--- src/rtl/skinny_sbox8_isw1_np.sv ---
// First-order (2-share ISW) masked SKINNY-128 8-bit S-box.
// Four register stages, one MIX round each; the result appears 4 edges after the inputs settle.
module skinny_sbox8_isw1_np (
  input  logic       clk,
  input  logic       rst_n,
  input  logic [7:0] si0,
  input  logic [7:0] si1,
  input  logic [7:0] r,
  output logic [7:0] so0,
  output logic [7:0] so1
);

  function automatic logic [7:0] perm(input logic [7:0] x);
    logic [7:0] y;
    y[2] = x[0];
    y[7] = x[2];
    y[6] = x[1];
    y[0] = x[5];
    y[1] = x[3];
    y[4] = x[6];
    y[5] = x[7];
    y[3] = x[4];
    return y;
  endfunction

  function automatic logic [7:0] swap12(input logic [7:0] x);
    return {x[7:3], x[1], x[2], x[0]};
  endfunction

  // The random bit is folded into the cross term before it meets the same-domain product.
  function automatic logic [1:0] isw_and(input logic a0, input logic a1,
                                         input logic b0, input logic b1,
                                         input logic q);
    logic cross0;
    logic cross1;
    cross0 = (a0 & b1) ^ q;
    cross1 = (a1 & b0) ^ q;
    return {(a1 & b1) ^ cross1, (a0 & b0) ^ cross0};
  endfunction

  logic [7:0] sh0_q [4];
  logic [7:0] sh1_q [4];
  logic [7:0] sh0_d [4];
  logic [7:0] sh1_d [4];

  for (genvar k = 0; k < 4; k++) begin : g_round
    logic [7:0] in0;
    logic [7:0] in1;
    logic [1:0] zHi;
    logic [1:0] zLo;

    if (k == 0) begin : g_first
      assign in0 = si0;
      assign in1 = si1;
    end else begin : g_next
      assign in0 = perm(sh0_q[k-1]);
      assign in1 = perm(sh1_q[k-1]);
    end

    // NOR = AND of complements; complementing share 0 alone complements the shared value.
    assign zHi = isw_and(~in0[7], in1[7], ~in0[6], in1[6], r[2*k]);
    assign zLo = isw_and(~in0[3], in1[3], ~in0[2], in1[2], r[2*k+1]);

    assign sh0_d[k] = {in0[7:5], in0[4] ^ zHi[0], in0[3:1], in0[0] ^ zLo[0]};
    assign sh1_d[k] = {in1[7:5], in1[4] ^ zHi[1], in1[3:1], in1[0] ^ zLo[1]};
  end

  always_ff @(posedge clk or negedge rst_n) begin
    if (!rst_n) begin
      for (int k = 0; k < 4; k++) begin
        sh0_q[k] <= '0;
        sh1_q[k] <= '0;
      end
    end else begin
      for (int k = 0; k < 4; k++) begin
        sh0_q[k] <= sh0_d[k];
        sh1_q[k] <= sh1_d[k];
      end
    end
  end

  assign so0 = swap12(sh0_q[3]);
  assign so1 = swap12(sh1_q[3]);

endmodule

--- config.mk ---
export PLATFORM = sky130hd
export DESIGN_NAME = skinny_sbox8_isw1_np
export DESIGN_NICKNAME = d
export VERILOG_FILES = /design/src/rtl/skinny_sbox8_isw1_np.sv
export SDC_FILE = /design/constraint.sdc
export NUM_CORES = 1
export LEC_CHECK = 0
export CAP_MARGIN = 25
export CORE_MARGIN = 5
export CORE_UTILIZATION = 45
export DETAILED_ROUTE_END_ITERATION = 8
export GPL_TIMING_DRIVEN = 0
export PLACE_DENSITY = 0.8
export SYNTH_ARGS = -nofsm -noshare
export SYNTH_HDL_FRONTEND = slang
export SYNTH_SLANG_ARGS = --single-unit
--- constraint.sdc ---
create_clock -name clk -period 1.1 [get_ports clk]
set_clock_uncertainty 0.05 [all_clocks]
set_input_delay 0.22 -clock clk [delete_from_list [all_inputs] [get_ports clk]]
set_output_delay 0.22 -clock clk [all_outputs]
set_load 0.05 [all_outputs]
run_1/closeup.png
Region (0, 37) to (40, 77) um. Cells in gray, sequential cells in the stronger gray; small squares are vias.
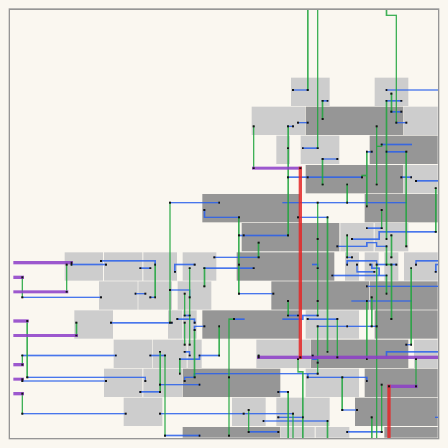
- red: M4
- purple: M3
- blue: M1
- green: M2
- sequential cells in the window: 15
- most frequent: dfrtp_1 (15), clkdlybuf4s50_1 (11), xnor2_1 (10)
- netlist names of flops here include: g_round.in1 (8), g_round.in0 (7)
- cells with their middle in the window: 49

run_1/port_trees.png
Bar = 20 um.
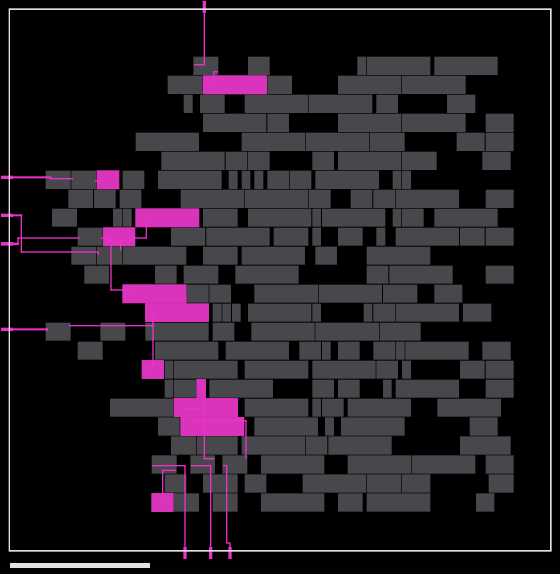
- magenta: si0 (bits 8; direction input; end cells 12; buffers 8; wire 172 um)
I/O Pins: 42
IO buf count: 41

==> results.toml, run 1 <==
# flow metrics
[status]
status = "finished with violations"
failed_checks = "setup timing"

[worst_setup_path]
rr_worst_depth = 3
r2r-end = "g_round[2].in1[3]$_DFF_PN0_"
crit_path_end = "so0[5]"

[cells_and_area]
n_antenna_cell = 0
utilization = 0.626
synthToLayoutAreaGrowth_pct = 34.5
num-nonclk-inverters = 8
seq_share = 0.583
clockNetworkAreaShare = 0.0606

[min_path]
holdCritStartpoint = "si0[5]"

[sta]
hold_viol = 0
fin_ws_ps = -27.2
setup_viol = 16

[global_routing]
gr-total-overflow = 0
grt_use_met3 = 0.0417
grt_use_met2 = 0.170
grt_pass1_wl_um = 4880

[power]
powerDensity_nw_per_um2 = 2370
p_clk_frac = 0.257
switching_share = 0.315
total_leakage_power_nw = 1.21
comb_power_mw = 1.78
p_sw_mw = 2.05

[die]
die_h_um = 77.4
num_rows = 24
core_um2 = 4380
dieWidth_um = 77.4

[cts]
cts_root_buf = "clkbuf_8"
numCtsBuffers = 9

[synthesis]
fp_nets = 154
synth_cell_types = 5
synthesis.instances = 128
avgSynthCellArea_um2 = 16.0
ys_warn_count = 0

[run]
maxCapViolCount = 0

[placed_design]
hpwl_um = 2140
run_1/layers.png
Only two layers are drawn.
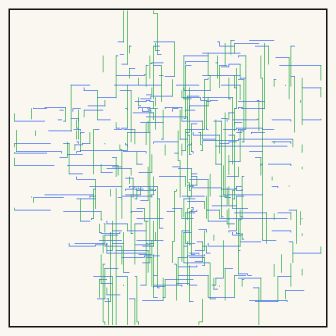
- green: M2 (wire length 1480 um)
- blue: M1 (wire length 1120 um)
Wirelength per Cell: 12.1 um
WL final: 2890 um
vias: 1044
Global Route Usage Sum: 0.109

[run 1: cell families after synthesis]
family	Yosys count	synth area share
simple gates	16	0.0294
flops	64	0.784
buf+inv	8	0.0147
xor+xnor	40	0.172
[run 1: what timing repair did]
action / in CTS / in global routing
hold buffers: 1 / 0
resized: 112 / 3
pin swaps: 0 / 0
endpoints found under the setup margin: 16 / 60
endpoints found under the hold margin: 23 / 0
[run 1: synthesized netlist by cell type (all sizes together)]
| cell | number | area share |
|---|---|---|
| nor2 | 16 | 0.029 |
| dfrtp | 64 | 0.78 |
| xor2 | 8 | 0.034 |
| xnor2 | 32 | 0.14 |
| inv | 8 | 0.015 |
[run 1: metal layers]
layer | routed length (um) | up-vias
met3 | 223 | 8
li1 | - | 487
met2 | 1480 | 42
met4 | 67 | 0
met5 | 0 | -
met1 | 1120 | 507
run_1/ff_map.png
Bar = 20 um. Other sequential cells in the stronger gray, the rest of the logic in the fainter gray.
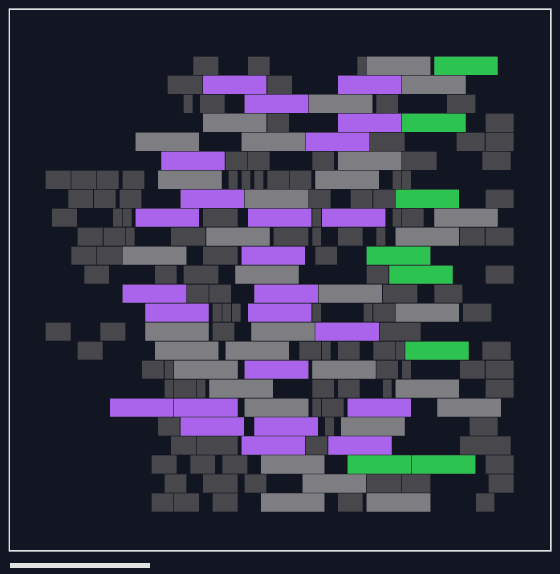

--- run 2 (diff from run 1) ---
--- a/config.mk
+++ b/config.mk
@@ -6,7 +6,7 @@
 export NUM_CORES = 1
 export LEC_CHECK = 0
 export CAP_MARGIN = 25
-export CORE_MARGIN = 5
+export CORE_MARGIN = 2
 export CORE_UTILIZATION = 45
 export DETAILED_ROUTE_END_ITERATION = 8
 export GPL_TIMING_DRIVEN = 0
run_2/ff_map.png
Bar = 20 um. Other sequential cells in the stronger gray, the rest of the logic in the fainter gray.
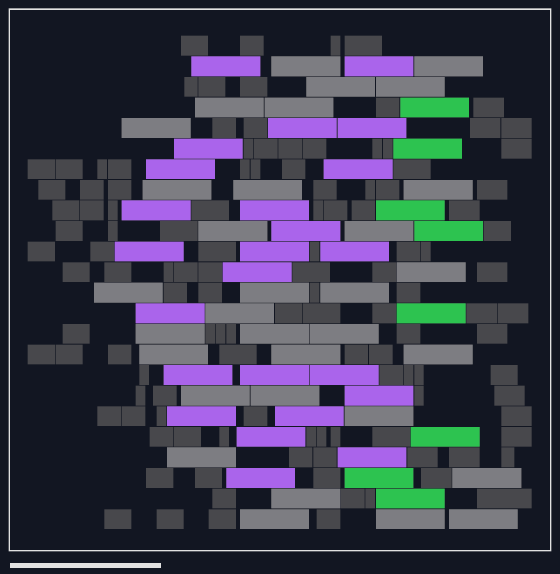
- purple: g_round.in0 (flops 24)
- green: so1 (flops 8)
- not colored: 32
Layout Utilization: 0.620
Seq group: 3.04 mW
Seq/total area: 0.593
register area: 1600 um^2

run_2/closeup.png
Region (0, 31) to (40, 71) um. Cells in gray, sequential cells in the stronger gray; small squares are vias.
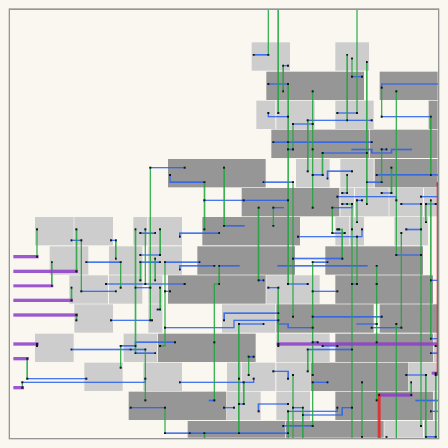

==> run 2 against run 1 <==
Effect of this change:
- the run ends with hold timing, setup timing left
- final cell count down 0.42%
- first-iteration DRC count down 16%
- maximum frequency up 1.2%
- wire length down 3.6%
- total power down 2.7%
- global-route usage up 2.1 points
- synthesized cell count unchanged
- largest cell class unchanged
- flip-flop count unchanged
- register-to-register slack about the same
- critical path type unchanged
- area after synthesis unchanged
- sequential power about the same
- critical endpoint is now so1[1]
==> results.toml, run 2 <==
# flow metrics
[detailed_routing]
wl_met1_um = 1050
wl_met2_um = 1490
avgRoutedWirePerCell_um = 11.8
wl_um = 2790
vias = 1041
met3_length_um = 180
dr.max_layer_used = "met4"

[synthesis]
top_area_cell = "dfrtp_1"
synthesis.instances = 128
synthArstFlopShare = 1.00
avgSynthCellArea_um2 = 16.0
top_cell_area_share = 0.784
netlist_area_um2 = 2040
edf_count = 0
yosysMostFrequentCell = "dfrtp_1"
synth_cell_types = 5
flop_cell = "dfrtp_1"
ys_warn_count = 0
fp_nets = 154
top_cells_by_area = "dfrtp_1 (78%), xnor2_1 (14%), xor2_1 (3.4%)"
top_cells_by_count = "dfrtp_1 (64), xnor2_1 (32), nor2_1 (16)"

[worst_setup_path]
crit_path_end = "so1[1]"
cp-startpoint = "so1[1]$_DFF_PN0_"
rr_worst_depth = 3
worst_ep_required_time_ps = 830
r2r-end = "so1[4]$_DFF_PN0_"

[die]
num_rows = 24
io_pins = 42
dieWidth_um = 71.4
core_um2 = 4350
die_h_um = 71.4

[power]
switching_share = 0.319
p_sw_mw = 2.02
total_leakage_power_nw = 1.19
p_clk_frac = 0.241
comb_power_mw = 1.77
powerDensity_nw_per_um2 = 2350
power_frac_comb = 0.279
power_frac_seq = 0.479

[placed_design]
hpwl_um = 2120
io_buffers = 41
placed_area_um2 = 2530
dp.cells = 222

[cells_and_area]
layout.nets = 207
design_area_um2 = 2700
synthToLayoutAreaGrowth_pct = 32.2
final_layout_size_suffix_gt1_frac = 0.151
n_antenna_cell = 0

[global_routing]
grt_use_met2 = 0.217
antenna_found_initial = 0
grt_use_met3 = 0.0464
grt_pass1_wl_um = 4790
gr-total-overflow = 0
grt.busiest_layer = "met2"
grtUsageTotal = 0.129

[status]
failed_checks = "hold timing, setup timing"
status = "finished with violations"

[sta]
setup_viol = 16
whs_ps = -159
fin_ws_ps = -13.8
hold_viol = 25

[cts]
clkLatencyLatePin_ps = 310
numCtsBuffers = 9
cts_root_buf = "clkbuf_8"
cts_tree = "done"

[run]
maxCapViolCount = 0
run 2: cell counts after synthesis:
Identical to the previous run, type by type.
run 2: timing repair:
item                       CTS  global route
gates resized              112             0
hold endpoints to repair    25            25
setup endpoints to repair   16            16
pin swaps                    0             0
run 2: cells by family after synthesis:
logic type             share of synthesized area
flip-flops                                 0.784
AND/OR/NAND/NOR                           0.0294
buffers and inverters                     0.0147
XOR/XNOR                                   0.172
run 2: layout make-up:
cell class	count	area, um^2	share of cell area
clock inverter	1	5.00	0.00185
inverter	8	30.0	0.0111
clock buffer	14	143	0.0528
tap	52	65.1	0.0241
multi-input combinational	56	410	0.152
sequential	64	1600	0.593
timing repair buffer	42	445	0.165
run_2/port_trees.png
Bar = 20 um.
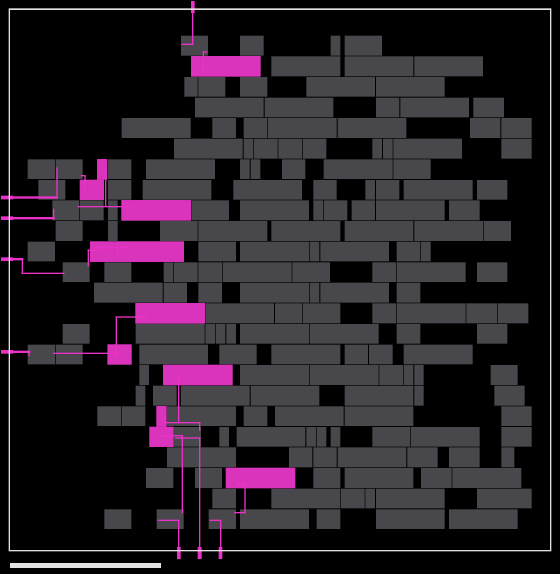

--- run 3 (diff from run 2) ---
--- a/config.mk
+++ b/config.mk
@@ -6,6 +6,7 @@
 export NUM_CORES = 1
 export LEC_CHECK = 0
 export CAP_MARGIN = 25
+export CORE_ASPECT_RATIO = 1.75
 export CORE_MARGIN = 2
 export CORE_UTILIZATION = 45
 export DETAILED_ROUTE_END_ITERATION = 8
run_3/port_trees.png
Bar = 20 um.
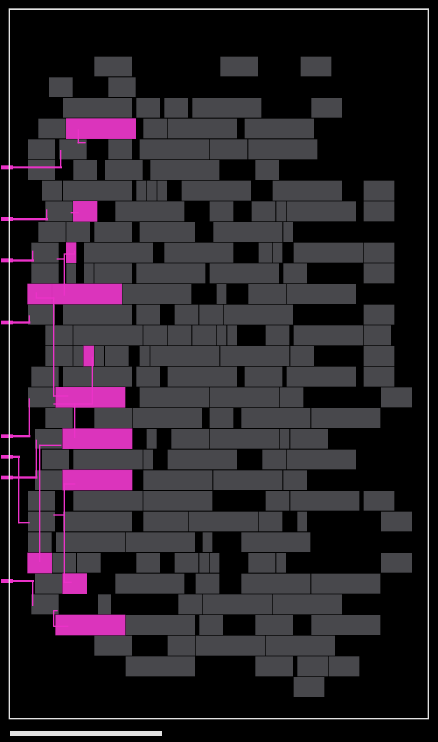
- magenta: si0 (bits 8; direction input; end cells 12; buffers 8; wire 136 um)

run_3/layers.png
Only two layers are drawn.
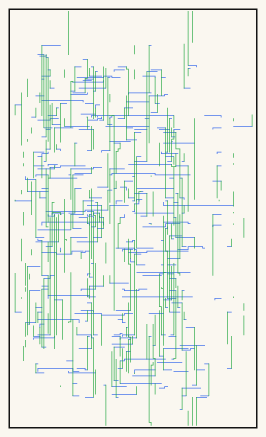
- green: M2 (wire length 1660 um)
- blue: M1 (wire length 870 um)
Wirelength per Cell: 11.9 um
Global Route Usage Sum: 0.143
vias: 1066

==> run 3 against run 2 <==
Effect of this change:
- the run ends with setup timing left
- combinational power about the same
- first-iteration DRC count down 84%
- final cell count grew 0.42%
- non-clock buffer count increased by 1
- sequential share of layout area decreased by 1.6 points
- core utilization up 0.97 points
- area after synthesis is the same
- worst setup slack worse by 15 ps
- largest power group unchanged
==> results.toml, run 3 <==
# flow metrics
[status]
status = "finished with violations"
failed_checks = "setup timing"

[cells_and_area]
clkbuf_count = 14
seq_cells = 64
final_layout_size_suffix_gt1_frac = 0.187
num-nonclk-inverters = 8
seq_area_um2 = 1600
utilization = 0.630
synthToLayoutAreaGrowth_pct = 35.8
lay_top_cells = "dfrtp_1 (64), xnor2_1 (32), clkdlybuf4s50_1 (24)"
n_antenna_cell = 0
sh_comb_area = 0.151
n_all_buffers = 43
comb_cells = 56
layout.nets = 208

[synthesis]
fp_nets = 154
avgSynthCellArea_um2 = 16.0
synthAdderAreaFrac = 0
yosysMostFrequentCell = "dfrtp_1"
ys_warn_count = 0
top_cells_by_area = "dfrtp_1 (78%), xnor2_1 (14%), xor2_1 (3.4%)"
synthesis.instances = 128
synthAoiAreaFrac = 0
edf_count = 0
synth-simple-area-share = 0.0294
synth_cell_types = 5
top_cell_area_share = 0.784
mux_share = 0
top_area_cell = "dfrtp_1"
synthArstFlopShare = 1.00
xor_share = 0.172

[power]
power_frac_comb = 0.266
comb_power_mw = 1.78
powerDensity_nw_per_um2 = 2420
power_frac_seq = 0.451
p_clk_frac = 0.283
total_leakage_power_nw = 1.23
pg_seq_mw = 3.03

[cts]
cts_tree = "done"
numCtsBuffers = 9
cts_resized = 112
clkLatencyLatePin_ps = 330

[die]
taps = 51
core_um2 = 4400
num_rows = 32
core_util_floorplan = 0.464
io_pins = 42
die_h_um = 93.1

[sta]
fin_ws_ps = -28.3
whs_ps = 269
setup_viol = 16

[worst_setup_path]
rr_worst_depth = 3
cp-startpoint = "so1[2]$_DFF_PN0_"
worst_ep_required_time_ps = 830
r2r-end = "g_round[2].in0[3]$_DFF_PN0_"

[placed_design]
io_buffers = 41
hpwl_um = 2070

[global_routing]
grt_pass1_wl_um = 4670
gr-total-overflow = 0
antenna_found_initial = 0

[detailed_routing]
wl_um = 2840

[run]
maxCapViolCount = 0
## run 3: cell counts after synthesis
Identical to the previous run, type by type.
## run 3: metal layers
metal | share of wire | track usage | wire length, um
met4 | 0.045 | 0.128 | 127
met1 | 0.31 | 0.125 | 869
met5 | 0 | 0 | 0
met2 | 0.59 | 0.238 | 1660
met3 | 0.061 | 0.0431 | 173
## run 3: per-stage QoR
| stage | cell area (um^2) | instances | worst slack [ps] |
|---|---|---|---|
| CTS | 2760 | 238 | -54.5 |
| detailed placement | 2530 | 221 | -301 |
| global placement | 2520 | 220 | -1910 |
| floorplan | 2040 | 128 | 212 |
| global route | 2770 | 238 | -63.2 |
| finish | 2770 | 238 | -28.3 |

==> layout pictures side by side <==
The clock network.
(a)
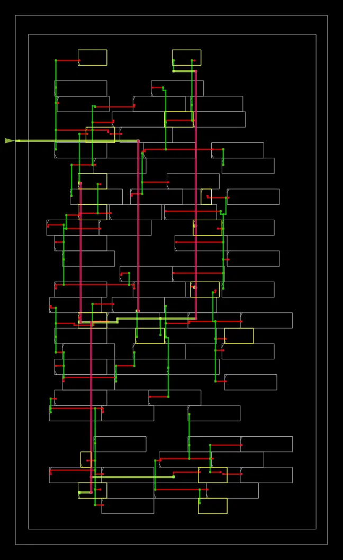
(b)
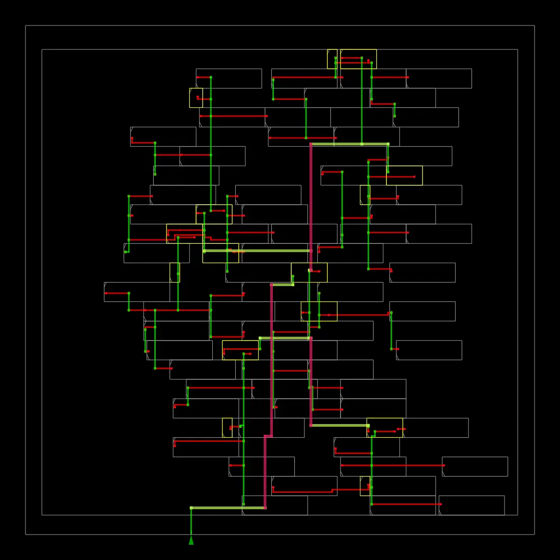
(c)
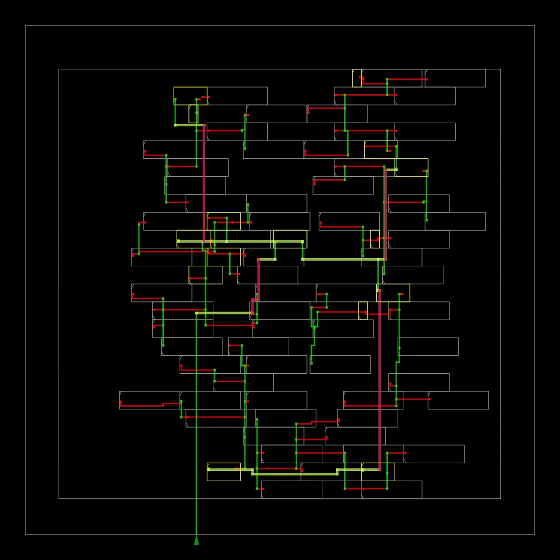
(c) comes from run 1.
(a) comes from run 3.
(b) comes from run 2.

Power and IR drop assume default switching activity.
